===== src/rtl/dpwm_sequencer.sv =====
// -----------------------------------------------------------------------------
// dpwm_sequencer
//
// Sequences and configures a DPWM core. Configuration (duty target, period,
// deadtimes) is captured into shadow registers through a valid/ready handshake
// and applied to the core only at PWM period boundaries, or immediately when
// the core is disabled (IDLE / FAULT). The duty cycle is soft-started from 0
// up to the target, one step per period, before settling in RUN.
//
// Ports
//   hf_clock      system clock, shared with the DPWM core
//   reset         synchronous active-low reset
//   start         level, honoured in IDLE
//   stop          level, honoured in SOFT_START / RUN (acts at next wrap)
//   fault         level, highest priority shutdown
//   fault_clr     level, leaves FAULT when fault is low
//   cfg_valid     new configuration offered
//   cfg_ready     configuration can be accepted (low while one is pending)
//   cfg_duty      target duty cycle
//   cfg_fs        period in hf_clock cycles
//   cfg_dt1/2     deadtimes
//   ramp_step     soft-start increment per period (0 treated as 1)
//   duty_cycle    to DPWM
//   fs            to DPWM (unclamped applied period)
//   deadtime1/2   to DPWM
//   enable        to DPWM
//   period_start  one-cycle pulse at each period start
//   state         IDLE=0, SOFT_START=1, RUN=2, FAULT=3
// -----------------------------------------------------------------------------
module dpwm_sequencer #(
  parameter int FREQ   = 8,
  parameter int DC     = 8,
  parameter int DT     = 8,
  parameter int STEP_W = 4
) (
  input  logic              hf_clock,
  input  logic              reset,
  input  logic              start,
  input  logic              stop,
  input  logic              fault,
  input  logic              fault_clr,
  input  logic              cfg_valid,
  output logic              cfg_ready,
  input  logic [DC-1:0]     cfg_duty,
  input  logic [FREQ-1:0]   cfg_fs,
  input  logic [DT-1:0]     cfg_dt1,
  input  logic [DT-1:0]     cfg_dt2,
  input  logic [STEP_W-1:0] ramp_step,
  output logic [DC-1:0]     duty_cycle,
  output logic [FREQ-1:0]   fs,
  output logic [DT-1:0]     deadtime1,
  output logic [DT-1:0]     deadtime2,
  output logic              enable,
  output logic              period_start,
  output logic [1:0]        state
);

  typedef enum logic [1:0] {
    S_IDLE  = 2'd0,
    S_SOFT  = 2'd1,
    S_RUN   = 2'd2,
    S_FAULT = 2'd3
  } state_e;

  state_e            state_q, state_d;
  logic              enable_q, enable_d;
  logic [DC-1:0]     duty_q, duty_d;
  logic [FREQ-1:0]   fs_q, fs_d;
  logic [DT-1:0]     dt1_q, dt1_d;
  logic [DT-1:0]     dt2_q, dt2_d;
  logic              cfg_ready_q, cfg_ready_d;
  logic              pstart_q, pstart_d;
  logic [FREQ-1:0]   cnt_q, cnt_d;
  logic              pending_q, pending_d;
  logic [DC-1:0]     target_q, target_d;
  logic              stop_req_q, stop_req_d;
  logic [DC-1:0]     sh_duty_q, sh_duty_d;
  logic [FREQ-1:0]   sh_fs_q, sh_fs_d;
  logic [DT-1:0]     sh_dt1_q, sh_dt1_d;
  logic [DT-1:0]     sh_dt2_q, sh_dt2_d;

  logic [FREQ-1:0]   fs_eff_s;
  logic              wrap_s;
  logic              xfer_s;
  logic              apply_s;
  logic              stop_now_s;
  logic [STEP_W-1:0] step_eff_s;
  logic [DC:0]       sum_s;

  // Next-state logic: handshake, apply, period counter and sequencing FSM.
  always_comb begin
    state_d     = state_q;
    enable_d    = enable_q;
    duty_d      = duty_q;
    fs_d        = fs_q;
    dt1_d       = dt1_q;
    dt2_d       = dt2_q;
    cfg_ready_d = cfg_ready_q;
    cnt_d       = cnt_q;
    pending_d   = pending_q;
    target_d    = target_q;
    stop_req_d  = stop_req_q;
    sh_duty_d   = sh_duty_q;
    sh_fs_d     = sh_fs_q;
    sh_dt1_d    = sh_dt1_q;
    sh_dt2_d    = sh_dt2_q;

    // Periods shorter than 2 cycles are stretched to 2 internally only.
    if (fs_q < FREQ'(2)) begin
      fs_eff_s = FREQ'(2);
    end else begin
      fs_eff_s = fs_q;
    end
    wrap_s = enable_q && (cnt_q == (fs_eff_s - FREQ'(1)));

    if (ramp_step == STEP_W'(0)) begin
      step_eff_s = STEP_W'(1);
    end else begin
      step_eff_s = ramp_step;
    end
    // One extra bit so duty + step can never roll over before the clamp.
    sum_s = {1'b0, duty_q} + (DC+1)'(step_eff_s);

    stop_now_s = stop_req_q || stop;

    // Capture: cfg_ready is low whenever a config is pending.
    xfer_s = cfg_valid && cfg_ready_q;
    if (xfer_s) begin
      sh_duty_d   = cfg_duty;
      sh_fs_d     = cfg_fs;
      sh_dt1_d    = cfg_dt1;
      sh_dt2_d    = cfg_dt2;
      pending_d   = 1'b1;
      cfg_ready_d = 1'b0;
    end else begin
      sh_duty_d   = sh_duty_q;
    end

    // Apply immediately while the core is off, else only on a period wrap.
    // A fault suppresses the wrap; the pending config then lands in FAULT.
    apply_s = pending_q &&
              ((state_q == S_IDLE) || (state_q == S_FAULT) || (wrap_s && !fault));
    if (apply_s) begin
      fs_d        = sh_fs_q;
      dt1_d       = sh_dt1_q;
      dt2_d       = sh_dt2_q;
      target_d    = sh_duty_q;
      pending_d   = 1'b0;
      cfg_ready_d = 1'b1;
    end else begin
      target_d    = target_q;
    end

    if (enable_q) begin
      if (wrap_s) begin
        cnt_d = FREQ'(0);
      end else begin
        cnt_d = cnt_q + FREQ'(1);
      end
    end else begin
      cnt_d = cnt_q;
    end

    if (fault) begin
      state_d    = S_FAULT;
      enable_d   = 1'b0;
      duty_d     = DC'(0);
      cnt_d      = FREQ'(0);
      stop_req_d = 1'b0;
    end else begin
      case (state_q)
        S_IDLE: begin
          if (start) begin
            state_d  = S_SOFT;
            enable_d = 1'b1;
            cnt_d    = FREQ'(0);
            duty_d   = DC'(0);
          end else begin
            state_d  = S_IDLE;
          end
        end
        S_SOFT, S_RUN: begin
          if (stop) begin
            stop_req_d = 1'b1;
          end else begin
            stop_req_d = stop_req_q;
          end
          if (wrap_s && stop_now_s) begin
            state_d    = S_IDLE;
            enable_d   = 1'b0;
            duty_d     = DC'(0);
            cnt_d      = FREQ'(0);
            stop_req_d = 1'b0;
          end else if (wrap_s && (state_q == S_SOFT)) begin
            // Also covers a target lowered below the current duty.
            if (sum_s >= {1'b0, target_d}) begin
              duty_d  = target_d;
              state_d = S_RUN;
            end else begin
              duty_d  = sum_s[DC-1:0];
            end
          end else if (wrap_s) begin
            duty_d = target_d;
          end else begin
            duty_d = duty_q;
          end
        end
        S_FAULT: begin
          if (fault_clr) begin
            state_d = S_IDLE;
          end else begin
            state_d = S_FAULT;
          end
        end
        default: begin
          state_d  = S_IDLE;
          enable_d = 1'b0;
          duty_d   = DC'(0);
          cnt_d    = FREQ'(0);
        end
      endcase
    end

    pstart_d = enable_d && (cnt_d == FREQ'(0));
  end

  // State and output registers with synchronous active-low reset.
  always_ff @(posedge hf_clock) begin
    if (!reset) begin
      state_q     <= S_IDLE;
      enable_q    <= 1'b0;
      duty_q      <= DC'(0);
      fs_q        <= {FREQ{1'b1}};
      dt1_q       <= DT'(0);
      dt2_q       <= DT'(0);
      cfg_ready_q <= 1'b1;
      pstart_q    <= 1'b0;
      cnt_q       <= FREQ'(0);
      pending_q   <= 1'b0;
      target_q    <= DC'(0);
      stop_req_q  <= 1'b0;
      sh_duty_q   <= DC'(0);
      sh_fs_q     <= FREQ'(0);
      sh_dt1_q    <= DT'(0);
      sh_dt2_q    <= DT'(0);
    end else begin
      state_q     <= state_d;
      enable_q    <= enable_d;
      duty_q      <= duty_d;
      fs_q        <= fs_d;
      dt1_q       <= dt1_d;
      dt2_q       <= dt2_d;
      cfg_ready_q <= cfg_ready_d;
      pstart_q    <= pstart_d;
      cnt_q       <= cnt_d;
      pending_q   <= pending_d;
      target_q    <= target_d;
      stop_req_q  <= stop_req_d;
      sh_duty_q   <= sh_duty_d;
      sh_fs_q     <= sh_fs_d;
      sh_dt1_q    <= sh_dt1_d;
      sh_dt2_q    <= sh_dt2_d;
    end
  end

  assign state        = state_q;
  assign enable       = enable_q;
  assign duty_cycle   = duty_q;
  assign fs           = fs_q;
  assign deadtime1    = dt1_q;
  assign deadtime2    = dt2_q;
  assign cfg_ready    = cfg_ready_q;
  assign period_start = pstart_q;

endmodule

===== config.mk =====
export PLATFORM = sky130hd
export DESIGN_NAME = dpwm_sequencer
export DESIGN_NICKNAME = d
export VERILOG_FILES = /design/src/rtl/dpwm_sequencer.sv
export SDC_FILE = /design/constraint.sdc
export NUM_CORES = 1
export LEC_CHECK = 0
export CORE_AREA = 2 2 118 120
export DETAILED_ROUTE_END_ITERATION = 12
export DIE_AREA = 0 0 120 122
export GPL_ROUTABILITY_DRIVEN = 0
export GPL_TIMING_DRIVEN = 0
export PLACE_DENSITY = 0.51
export SLEW_MARGIN = 20
export SYNTH_ARGS = -nofsm -noshare
export SYNTH_HDL_FRONTEND = slang
export SYNTH_SLANG_ARGS = --single-unit

===== constraint.sdc =====
create_clock -name hf_clock -period 16.3 [get_ports hf_clock]
set_input_delay 4.075 -clock hf_clock [delete_from_list [all_inputs] [get_ports hf_clock]]
set_output_delay 4.075 -clock hf_clock [all_outputs]
set_load 0.01 [all_outputs]

==> results.sh <==
# physical design summary
export IMPL_largest_area_cell="dfxtp_1"
export IMPL_place_hpwl_um=8110
export IMPL_logic_gate_count=359
export IMPL_grt_pass1_wl_um=17900
export IMPL_cp_end_kind="flop"
export IMPL_critPathLaunchType="input pin"
export IMPL_die_height_um=122
export IMPL_wl_met2_um=5000
export IMPL_netlist_area_um2=4330
export IMPL_via_per_inst=4.81
export IMPL_power_frac_comb_pct=15.7
export IMPL_cp_slowest_cell="clkdlybuf4s50_1"
export IMPL_ir_drop_uv=76.0
export IMPL_grt_use_met1_pct=18.8
export IMPL_worstHoldPathType="flop to flop"
export IMPL_biggestCellCategory="combinational gates"
export IMPL_port_buffer_count=79
export IMPL_ys_sh_mux_pct=7.92
export IMPL_crit_end="duty_cycle[1]"
export IMPL_worst_pin_slew_ns=0.732
export IMPL_crit_chain="clkdlybuf4s50_1, nor3_1, or2_2, ha_1, fa_1, a21o_1, a21o_1, and3_1, xor2_1, ha_1, a21oi_1, o22ai_1, a311oi_1, nand3_1, a21oi_2, mux2_2, o21ai_1"
export IMPL_clock_path_buffers=2
export IMPL_holdWs_ns=0.460
export IMPL_ys_sh_aoi_pct=18.4
export IMPL_final_hold_violation_count=0
export IMPL_p_comb_uw=84.4
export IMPL_power_internal_uw=399
export IMPL_setup_tns_ns=0
export IMPL_critPathMaxStageDelay_ns=0.54
export IMPL_p_per_area_nw_per_um2=95.2
export IMPL_xor_share_pct=3.85
export IMPL_synth_area_per_cell_um2=8.91
export IMPL_grt_max_degree=16
export IMPL_layout_cells_non_filler=761
export IMPL_logic_area_um2=2420
export IMPL_cp_arrival_ns=8.42
export IMPL_synth_edff_count=0
export IMPL_flop_area_um2=1740
export IMPL_reg2reg_to="duty_cycle[1]"
export IMPL_antennaDiodeCount=0
export IMPL_topCombFamilyByArea="simple AND/OR/NAND/NOR gates"
export IMPL_syn_instance_count=486
export IMPL_cts_tree="done"
export IMPL_fp_util_pct=32.0
export IMPL_antenna_found_initial=0
export IMPL_cts_made_buffers=9
export IMPL_drt_met1_wl_um=4970
export IMPL_drc_errors=0
export IMPL_gr_usage_met2_pct=25.3
export IMPL_crit_buf_inv=1
export IMPL_first_pass_iters=4
export IMPL_switching_share_pct=26.0
export IMPL_min_period_ns=8.15
export IMPL_rows=43
export IMPL_critPathTopFamily="AND-OR/OR-AND gates"
export IMPL_syn_nets=547
export IMPL_nWellTaps=180
export IMPL_grt_pass1_vias=3626
export IMPL_worstPathMaxFanout=6
export IMPL_nFillCells=1358
export IMPL_yosys_cells=486
export IMPL_maxCapViolCount=0
export IMPL_crit_cells=17
export IMPL_netlist_area_leader_share_pct=40.2
export IMPL_cts_root_buffer="clkbuf_16"
export IMPL_p_seq_uw=233
export IMPL_ff2ff_setup_slack_ns=10.13
export IMPL_clkbuf_count=9
export IMPL_status="completed"
export IMPL_top_layer="met4"
export IMPL_maxPowerGroup="registers"
export IMPL_seq_power_share_pct=43.3
export IMPL_dpl_cell_count=745
export IMPL_placed_cell_area_um2=5340
export IMPL_ys_types=62
export IMPL_drtIter0Drc=148
export IMPL_hold_depth=2
export IMPL_ys_async_sr_fraction_pct=0
export IMPL_final_layout_top_logic_cells="nand2_1, dfxtp_1, clkdlybuf4s50_1"
export IMPL_synthFlopType="dfxtp_1"
export IMPL_leakagePower_uw=0.00228
export IMPL_gr_total_overflow=0
export IMPL_ctsResizeCount=0
export IMPL_wl_met3_um=670
export IMPL_synthAdderAreaFrac_pct=5.38
export IMPL_ff_count=87
export IMPL_seq_share_pct=30.7
export IMPL_crit_start="ramp_step[1]"
export IMPL_clkCellAreaFrac_pct=5.65
export IMPL_drive_gt1_share_pct=6.20
export IMPL_warnings=29
export IMPL_die_w_um=120
export IMPL_layout_worst_path_cycle_share_pct=50.0
export IMPL_sh_comb_area_pct=42.7
export IMPL_min_to="sh_dt1_q[1]"
export IMPL_die_area_um2=14600
export IMPL_h_tree_depth=3
export IMPL_clock_sinks=87
export IMPL_buf_share_pct=16.4
export IMPL_ys_sh_simple_pct=20.3
export IMPL_top_usage_layer="met2"
export IMPL_cts_setup_buffers=0
export IMPL_ys_area_um2=4330
export IMPL_reg2reg_depth=21
export IMPL_ys_seq_share_pct=40.2
export IMPL_inv_count=9
export IMPL_dp_slack_ns=7.86
export IMPL_switchingPower_uw=140
export IMPL_clk_pin_slew_ns=0.06
export IMPL_fin_util_pct=41.9
export IMPL_drtAntennaViolNets=0
export IMPL_ys_ff=87
export IMPL_finalPower_uw=539
export IMPL_ys_top_cells_by_area="dfxtp_1, nand2_1, mux2i_1"
export IMPL_rsz0062_at_grt="no"
export IMPL_timing_fmax_mhz=123
export IMPL_setup_viol_count_final=0
export IMPL_core_area_um2=13500
export IMPL_pin_count=80
export IMPL_yosys_top_cells_count="dfxtp_1, nand2_1, a21boi_0, mux2i_1, nor2b_1"
export IMPL_slew_violations=0
export IMPL_ctsHoldBuffers=0
export IMPL_hold_start="sh_dt1_q[1]"
export IMPL_ys_warnings_count=0
export IMPL_required_ns=16.57
export IMPL_nets=637
export IMPL_r2r_start="fs[3]"
export IMPL_critPathKind="input pin to flop"
export IMPL_max_slew_margin_pct=50.9
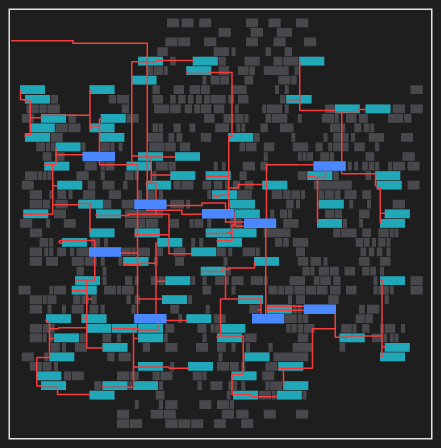
clk_routes.png
[clock drivers] blue | count: 9
[flip-flops] cyan | count: 87
[clock wires] red | length: 1200 um
routed clock nets	10
flops lie	widely spread
clk pwr: 222 uW
clock skew: 0.00375 ns
Latency at later pin: 0.34 ns
Clock Power Share: 41.1%

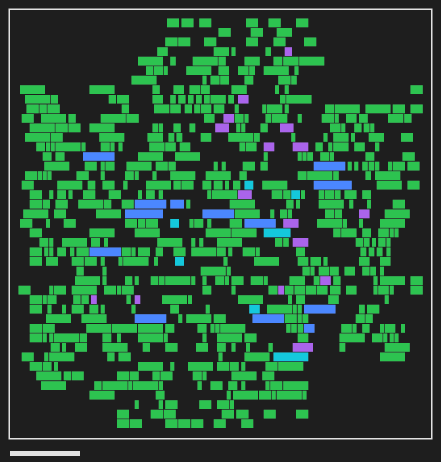
sizes.png
Bar = 20 um.
size	colour	cells
_3 and _4 cells	cyan	7
_2 cells	purple	16
_6 and larger	blue	13
_0 and _1 cells	green	545
Area Overhead vs Synth: 30.9%
Final WS setup: 8.15 ns
final instance area: 5660 um^2
Buffers, non-clock: 110

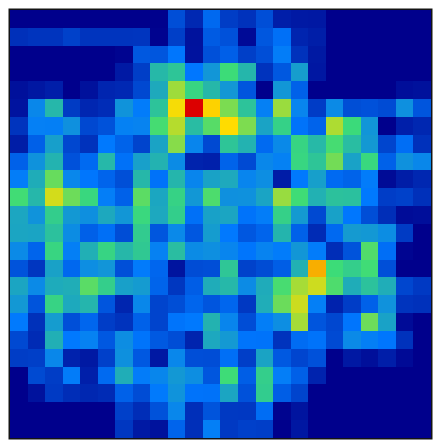
metal_density.png
The die is cut into 24 by 24 equal tiles; dark blue is low, red is high, scaled to the fullest tile. Values are wire area over tile area, all layers added.
fullest tile	0.55
mean over tiles	0.12
tiles over half the peak	6.6%
nearly empty tiles	19%
final WL: 10800 um
routed via count: 3664
GRT Total Usage: 15.3%
DR WL/cell: 14.2 um

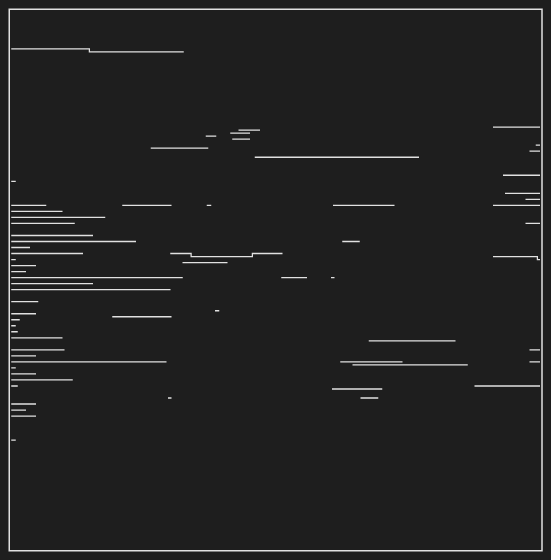
layer_met3.png
nets with wire on the layer	57
main direction	horizontal
wire length on this layer	670 um
longest straight run	38.4 um
share of all routed wire	6.2%
met3 global-route usage: 4.96%

Power is estimated from default activity; no workload was simulated.
